==> src/rtl/compare_arbiter.sv <==
// ---------------------------------------------------------------------------
// compare_arbiter
//
// Round-robin arbiter and sequencer sharing one N-bit equality comparator
// among R requesters. A request is granted in IDLE. Its operands are latched
// into the comparator and compared in CMP. The registered result, tagged
// with the requester ID, is presented in RESP until the consumer accepts it.
//
// Ports:
//   clk        single clock, all state on rising edge
//   rst        synchronous reset, active-high
//   req_valid  [R]     requester i has an operand pair pending
//   req_ready  [R]     requester i's pair accepted this cycle (one-hot or 0)
//   req_a      [R*N]   operand A, requester i at [i*N +: N]
//   req_b      [R*N]   operand B, requester i at [i*N +: N]
//   rsp_valid          result available
//   rsp_ready          consumer accepts result
//   rsp_id     [IDW]   requester index the result belongs to
//   rsp_equal          1 when A == B for that request
//   busy               1 whenever the sequencer is not idle
// ---------------------------------------------------------------------------

// Shared comparator. Its flag uses mismatch sense: high when the operands differ.
module comparison_flags #(
  parameter int N = 8
) (
  input  logic [N-1:0] a,
  input  logic [N-1:0] b,
  output logic         equal_to_flag
);
  assign equal_to_flag = (a != b);
endmodule

module compare_arbiter #(
  parameter int N   = 8,
  parameter int R   = 4,
  parameter int IDW = $clog2(R)
) (
  input  logic           clk,
  input  logic           rst,
  input  logic [R-1:0]   req_valid,
  output logic [R-1:0]   req_ready,
  input  logic [R*N-1:0] req_a,
  input  logic [R*N-1:0] req_b,
  output logic           rsp_valid,
  input  logic           rsp_ready,
  output logic [IDW-1:0] rsp_id,
  output logic           rsp_equal,
  output logic           busy
);

  typedef enum logic [1:0] {
    IDLE = 2'd0,
    CMP  = 2'd1,
    RESP = 2'd2
  } state_t;

  state_t         state_q, state_d;
  logic [IDW-1:0] rr_ptr;
  logic [IDW-1:0] id_q;
  logic [N-1:0]   op_a, op_b;
  logic           eq_q;
  logic           mismatch;

  logic           grant_found;
  logic [IDW-1:0] grant_idx;

  comparison_flags #(.N(N)) u_cmp (
    .a             (op_a),
    .b             (op_b),
    .equal_to_flag (mismatch)
  );

  // Round-robin search: first valid requester at or after rr_ptr, wrapping
  // modulo R. The modulo keeps the index below R even when R is not a
  // power of two.
  always_comb begin
    // NOTE: every variable written here gets a default first, so no path
    // leaves it unassigned and no latch is inferred.
    grant_found = 1'b0;
    grant_idx   = '0;
    for (int k = 0; k < R; k++) begin
      if (!grant_found && req_valid[(int'(rr_ptr) + k) % R]) begin
        grant_found = 1'b1;
        grant_idx   = IDW'((int'(rr_ptr) + k) % R);
      end
    end
  end

  // Next-state and handshake outputs.
  always_comb begin
    state_d   = state_q;
    req_ready = '0;
    unique case (state_q)
      IDLE: begin
        // Reset held high must not accept anything, even with requests pending.
        if (grant_found && !rst) begin
          req_ready[grant_idx] = 1'b1;
          state_d              = CMP;
        end
      end
      CMP:  state_d = RESP;
      RESP: if (rsp_ready) state_d = IDLE;
      default: state_d = IDLE;
    endcase
  end

  always_ff @(posedge clk) begin
    // NOTE: sequential state uses non-blocking assignments so every register
    // samples pre-edge values, independent of statement order.
    if (rst) begin
      state_q <= IDLE;
      rr_ptr  <= '0;
      id_q    <= '0;
      eq_q    <= 1'b0;
      // NOTE: the operand registers are reset too, so the comparator never
      // sees X after reset and rsp_equal starts from a known value.
      op_a    <= '0;
      op_b    <= '0;
    end else begin
      state_q <= state_d;
      if (state_q == IDLE && grant_found) begin
        op_a   <= req_a[int'(grant_idx)*N +: N];
        op_b   <= req_b[int'(grant_idx)*N +: N];
        id_q   <= grant_idx;
        rr_ptr <= (grant_idx == IDW'(R - 1)) ? '0 : grant_idx + 1'b1;
      end
      if (state_q == CMP) begin
        eq_q <= ~mismatch;
      end
    end
  end

  assign rsp_valid = (state_q == RESP);
  assign rsp_id    = id_q;
  assign rsp_equal = eq_q;
  assign busy      = (state_q != IDLE);

endmodule

==> config.mk <==
export PLATFORM = sky130hd
export DESIGN_NAME = compare_arbiter
export DESIGN_NICKNAME = d
export VERILOG_FILES = /design/src/rtl/compare_arbiter.sv
export SDC_FILE = /design/constraint.sdc
export NUM_CORES = 1
export LEC_CHECK = 0
export CORE_MARGIN = 3
export CORE_UTILIZATION = 36
export DETAILED_ROUTE_END_ITERATION = 8
export PLACE_DENSITY_LB_ADDON = 0.05
export SETUP_SLACK_MARGIN = 0.5
export SYNTH_ARGS = -nofsm -noshare
export SYNTH_HDL_FRONTEND = slang
export SYNTH_HIERARCHICAL = 1
export SYNTH_SLANG_ARGS = --single-unit
==> constraint.sdc <==
create_clock -name clk -period 3 [get_ports clk]
set_clock_uncertainty 0.1 [all_clocks]
set_input_delay 0.9 -clock clk [delete_from_list [all_inputs] [get_ports clk]]
set_output_delay 0.9 -clock clk [all_outputs]
set_load 0.02 [all_outputs]
==> impl_metrics.toml <==
# generated from flow reports
[run_status]
run_status = "complete, but fails checks"
violations = "negative setup slack"

[synthesis]
simple_logic_cell_fraction_of_the_synthesized_area_pct = 18.8
ys_cells = 205
largest_cells_by_area = "sky130_fd_sc_hd__dfxtp_1, sky130_fd_sc_hd__a21oi_1, sky130_fd_sc_hd__a221oi_1"
yosys.area_share.adder_pct = 0.801
ys_top_cells_by_count = "sky130_fd_sc_hd__a21oi_1, sky130_fd_sc_hd__dfxtp_1"
yosys_reg_bits = 23
muxShareOfSynthArea_pct = 1.28
edff_count_synth = 0
mean_post_synth_cell_area_um2 = 7.62
async_flop_share_pct = 0
ys_chip_area_um2 = 1560
synth.cellmix.compoundShare_pct = 38.0
ys_seq_share_pct = 29.5
yosysTopAreaCell = "sky130_fd_sc_hd__dfxtp_1"
ys_warn_count = 6
netlist-cell-type-count = 32
ys_dominant_reg_cell = "sky130_fd_sc_hd__dfxtp_1"
post_synth_instance_area_um2 = 1560

[critical_path]
cpLargestDelayFamily = "simple AND/OR/NAND/NOR gates"
cpMostUsedCell = "sky130_fd_sc_hd__buf_6"
timing.critical_path.from_type = "input port"
path_buffers = 2
critPathMaxFanout = 2
critPathRequiredTime_ns = 2.00
cpPeakStageDelay_ns = 0.50
crit_path_top_delay_cell = "sky130_fd_sc_hd__or4_4"
cp.arrival_ns = 2.05
crit_path_end_kind = "primary output"
cell_by_cell_trace_of_the_critical_path = "buf_6, nor2b_4, or4_4, nand2_4, ha_4, and2_4, buf_6"

[clock_network]
postCtsResizedCells = 51
holdBufCountCts = 0
tritoncts = "yes"
cts_max_path_buffers = 2
clock_sinks = 23
clkLatencyLatePin_ns = 0.26
post_cts_setup_inserts = 4
cts_max_level = 1
cts-buffers-inserted = 3

[floorplan]
chip_area_um2 = 5170
floorplan_die_height_um = 71.9
tap_cells = 50
fp.dieW_um = 71.9

[final_timing]
slew-limit-headroom_pct = 53.8
timing_worst_slew_pin_value_ns = 0.693
final-setup-viol-count = 2
finalWorstSetupSlack_ns = -0.0527
sum_of_negative_setup_slack_ns = -0.0647
timing.hold.ws_ns = 0.355
timing.fmax_mhz = 328
report.final.hold_viol_count = 0
timing.final.crit_period_ns = 3.05
final_max_slew_viol_count = 0

[layout]
final_core_utilization_pct = 67.3
sh_seq_area_pct = 16.7
logic_gate_count = 158
nNetsFinal = 370
register_area_um2 = 460
flop-count = 23
layout.cells.most_common_list = "sky130_fd_sc_hd__clkdlybuf4s50_1, sky130_fd_sc_hd__a21oi_1, sky130_fd_sc_hd__buf_4"
buffers_excl_clock = 107
sh_comb_area_pct = 41.5
fin_area_um2 = 2750
area.growth.synth_to_final_pct = 76.0
layout.non_clock_inverters = 5
largest_class = "combinational gates"
final.clkbuf_count = 4
nonClkBufAreaFrac_pct = 37.1

[drt]
via_count = 1883
drt-total-wl_um = 5020
drt_pre_antenna_iters = 4
detailroute.wirelength.met2_um = 2430
top_layer_used = "met4"
detail_route.iter0.violations = 56
wl_met3_um = 290
vias_per_cell = 5.43
drt.antenna.violating_nets = 0
route.layer.met1.wl_um = 2260
remaining_drc_errors = 0

[global_route]
grt_start_max_net_pins = 33
groute.layer.met3.usage_pct = 3.79
global_route.overflow_total = 0
globalRoute.busiestLayer = "met2"
grt.met2_usage_pct = 32.6

[pwr]
power_density_nw_per_um2 = 452
combinationalPowerShare_pct = 51.6
power.static_leakage_nw = 1.10
switching_power_w = 0.000450
netSwitchingFraction_pct = 36.2
internal-power_w = 0.000794

[placement]
dp_slack_ns = -0.940
place_congestion = 0.856
dp.final_hpwl_um = 3770

[job]
drv.max_cap_violation_count = 0
==> path summary, 6_finish.rpt <==
| check | startpoint | to | slack [ns] | cells after the start |
|---|---|---|---|---|
| worst max register to register | rr_ptr[0] | op_a[2] | 0.96 | 7 |
| worst max-delay path | req_valid[0] | req_ready[3] | -0.05 | 7 |
| worst min-delay path | rsp_id[0] | rsp_id[0] | 0.35 | 2 |
| worst min register to register | rsp_id[0] | rsp_id[0] | 0.35 | 2 |
==> power groups by stage <==
stage / registers [W] / logic (W) / clock network, W
2_1_floorplan: 0.000415 / 0.000366 / 0
3_3_place_gp: 0.000419 / 0.000592 / 0
3_5_place_dp: 0.000420 / 0.000597 / 0
4_1_cts: 0.000414 / 0.000616 / 0.000188
5_1_grt: 0.000423 / 0.000705 / 0.000205
6_report: 0.000415 / 0.000642 / 0.000187
Figure 1. Signal wires on met3.
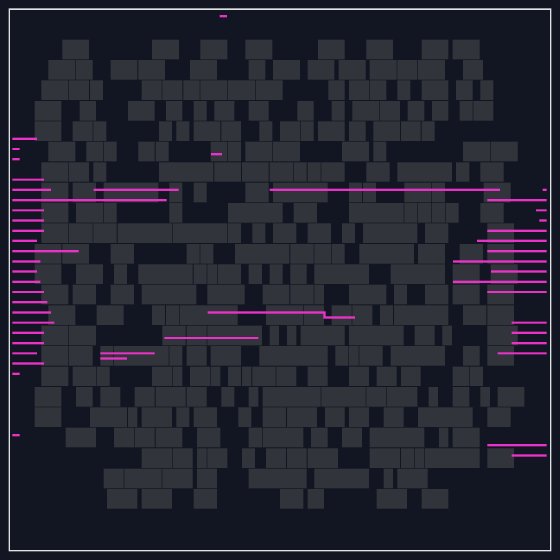
share of all routed wire: 5.8%
nets with wire on the layer: 47
longest straight run: 30.4 um

Figure 2. Sizing map.
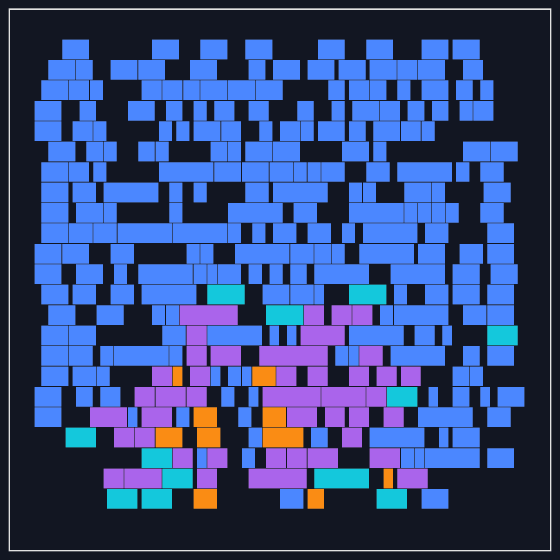
[drive 6 and up] cyan | cells: 12 | share: 4.0% | most used: buf_6
[drive 1 or less] blue | cells: 232 | share: 78% | most used: clkdlybuf4s50_1
[drive 2] orange | cells: 10 | share: 3.4% | most used: a21oi_2
[drive 3 to 4] purple | cells: 43 | share: 14% | most used: buf_4

Figure 3. Logic cells by family.
Scale bar: 20 um.
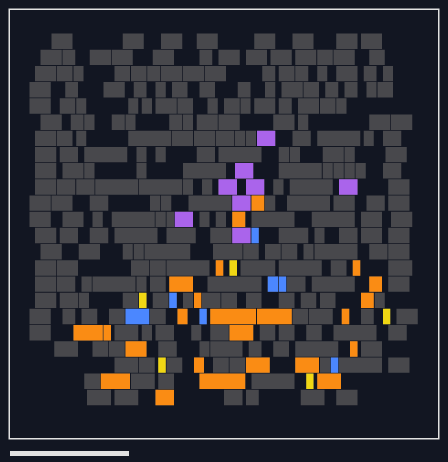
[NOR gates] orange | cells: 24
[NAND gates] blue | cells: 7
[inverters] yellow | cells: 5
[XOR/XNOR gates] purple | cells: 8 | where: center

Power figures rest on the tool's default switching activity, not on a simulated workload.
